### Placed standard cells

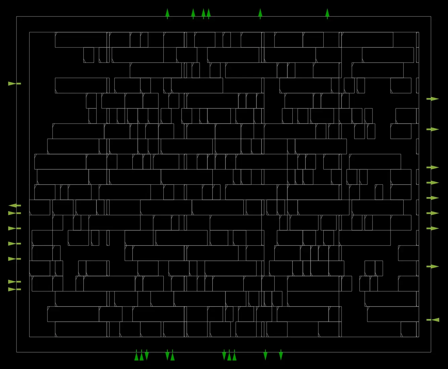
### Cell area per tile

Bar = 20 um. 7 x 6 tiles, from white (low) to dark blue (high), 0 to 100% covered.
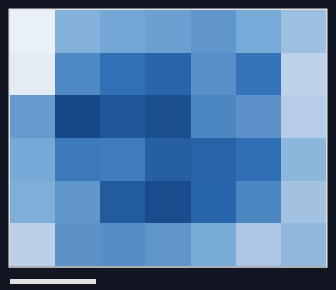
### Sequential cells colored by netlist name

Bar = 20 um.
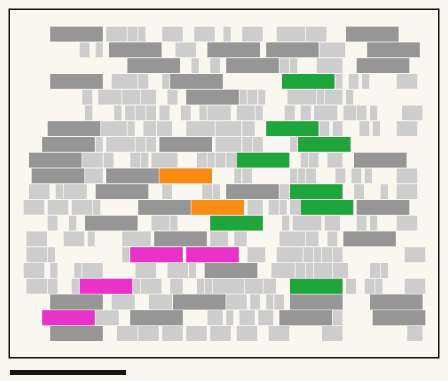
### Supply network

Bar = 20 um. Pins as bars on the die edge. Tap cells in gray.
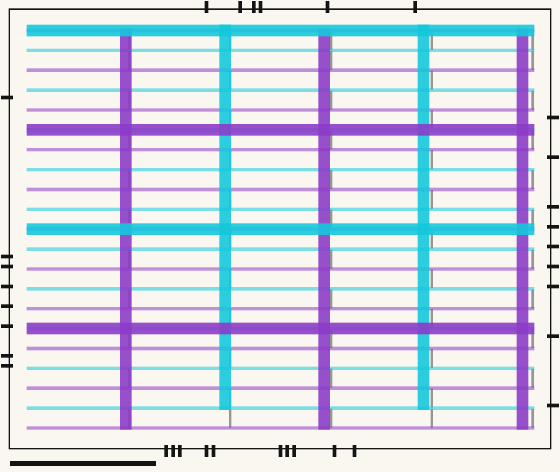
==> config.mk <==
export PLATFORM = sky130hd
export DESIGN_NAME = div_result_fmt
export DESIGN_NICKNAME = d
export VERILOG_FILES = /design/src/rtl/div_result_fmt.sv
export SDC_FILE = /design/constraint.sdc
export NUM_CORES = 1
export LEC_CHECK = 0
export ABC_AREA = 0
export CAP_MARGIN = 20
export CORE_ASPECT_RATIO = 0.8
export CORE_MARGIN = 2
export CORE_UTILIZATION = 57
export DETAILED_ROUTE_END_ITERATION = 8
export GPL_ROUTABILITY_DRIVEN = 1
export PLACE_DENSITY = 0.83
export SLEW_MARGIN = 20
export SYNTH_ARGS = -nofsm -noshare
export SYNTH_HDL_FRONTEND = slang
export SYNTH_SLANG_ARGS = --single-unit
export TNS_END_PERCENT = 10
==> constraint.sdc <==
create_clock -name clk -period 4.7 [get_ports clk]
set_input_delay 0.94 -clock clk [delete_from_list [all_inputs] [get_ports clk]]
set_output_delay 0.94 -clock clk [all_outputs]
set_load 0.005 [all_outputs]
==> qor.csv <==
metric,value,unit
rows,20,
antenna_found_initial,0,
crit_type,input pin to register,
grt_setup_unrepaired,no,
start_kind,input pin,
max_slew_margin,0.3492,
dr_total_vias,1618,
wirelength,3867,um
gr-usage-all-layers,0.2029,
gp_congestion,0.7270,
gr-total-overflow,0,
clk_latency,0.30,ns
lay_top_cells,"49 x dfrtp_1, 37 x nand2_1, 32 x o21ai_0, 31 x clkdlybuf4s50_1, 15 x inv_1",
fmax,432.3,MHz
status,finished clean,
grt_pass1_wl,6789,um
setup_viol,0,
fin_nets,265,
period_needed,2.313,ns
cts_setup_buffers,0,
grt_max_degree,50,
lay_top_count,dfrtp_1,
io_buffers,32,
place_worst_setup_slack,2.064,ns
ant_nets,0,
numCtsBuffers,5,
skew,0.005134,ns
post_layout_nonfiller_instances,298,
maxSlewViolCount,0,
tritoncts,built,
path_clk_slew,0.08,ns
cts_resized,0,
ys_cells,213,
drtPass1Iterations,5,
fin_crit_sh,0.4922,
whs,0.4780,ns
Notes on 'Placed standard cells' above:
number of sequential cells: 49
Core Region: 0.003779 mm2

Notes on 'Cell area per tile' above:
- tiles over 75% full: 21%
- densest ninth of the die: center
- fullest tile: 91%
Final Util: 0.6967
Initial Utilization: 0.5897

Notes on 'Sequential cells colored by netlist name' above:
- green: `r_sc_q` (placed flops 8)
- orange: `cnt_q` (placed flops 2)
- magenta: `r_bin_q` (placed flops 4)
Register Area: 0.001226 mm2
sequential share of cell area: 0.4658
P_seq: 695 uW

Notes on 'Supply network' above:
- cyan: VDD
- purple: VSS
- met1 rails: 21
- tap cells: 55
Chip Height: 59.93 um
VDD IR max: 0.0003361 V
Die W: 73.91 um

## cells by family after synthesis
kind of cell    count (synthesis)  share of synthesized area
mux                             8                    0.04043
flops                          49                     0.5503
simple gates                   61                     0.1308
buf+inv                        24                    0.05614
compound gates                 58                     0.1561
xor+xnor                        4                    0.01572
fa+ha+maj                       9                    0.05053
## routing by layer
metal / vias up / GRT usage / part of all wire
met3: 7 / 0.04553 / 0.045
met2: 44 / 0.3648 / 0.49
met1: 778 / 0.2437 / 0.46
met5: - / 0 / 0
li1: 789 / - / -
met4: 0 / 0.06234 / 0.010
## synth_stat cells
library cell   n  area [um2]
dfrtp_1       49        1226
nand2_1       37       138.9
o21ai_0       32       160.2
inv_1         15       56.30
a21oi_1       12       60.06
ha_1           9       112.6
mux2_2         8       90.09
a222oi_1       6       60.06
nand2b_1       6       37.54
nor3b_1        6       45.04
nand3_1        4       20.02
nor3_1         4       20.02
xnor2_1        4       35.03
a22o_1         3       26.28
buf_6          3       33.78
buf_2          2       10.01
buf_4          2       15.01
clkbuf_2       2       10.01
nand3b_1       2       15.01
o21ai_1        2       10.01
a21o_1         1       7.510
a21oi_2        1       8.760
and2b_2        1       8.760
nand2_2        1       6.260
o2bb2ai_2      1       15.01
## power by group
part,switching [mW],internal (mW),leakage (nW)
combinational,0.370,0.335,0.511
clock,0.129,0.117,0.0443
sequential,0.114,0.581,0.631
total,0.612,1.03,1.19
## per-stage QoR
| stage | utilization | instance area (um2) | total power, mW |
|---|---|---|---|
| after floorplan | - | 2228 | 1.193 |
| after global routing | 0.6967 | 2633 | 1.807 |
| after global placement | 0.6732 | 2544 | 1.378 |
| after CTS | 0.6960 | 2630 | 1.663 |
| final | 0.6967 | 2633 | 1.646 |
| after detailed placement | 0.6732 | 2544 | 1.419 |
## worst max-delay path, cell delays in order
cell,delay (ns)
clkdlybuf4s50_1,0.47
o2bb2ai_2,0.78
a222oi_1,0.26
inv_1,0.09
## final cells by class
| class | count | area [um2] |
|---|---|---|
| sequential | 49 | 1226 |
| fill | 295 | 1146 |
| tap | 55 | 68.82 |
| inverter | 15 | 56.30 |
| multi-input combinational | 140 | 877.1 |
| clock buffer | 7 | 86.33 |
| timing repair buffer | 32 | 317.8 |
Power is estimated from default activity; no workload was simulated.
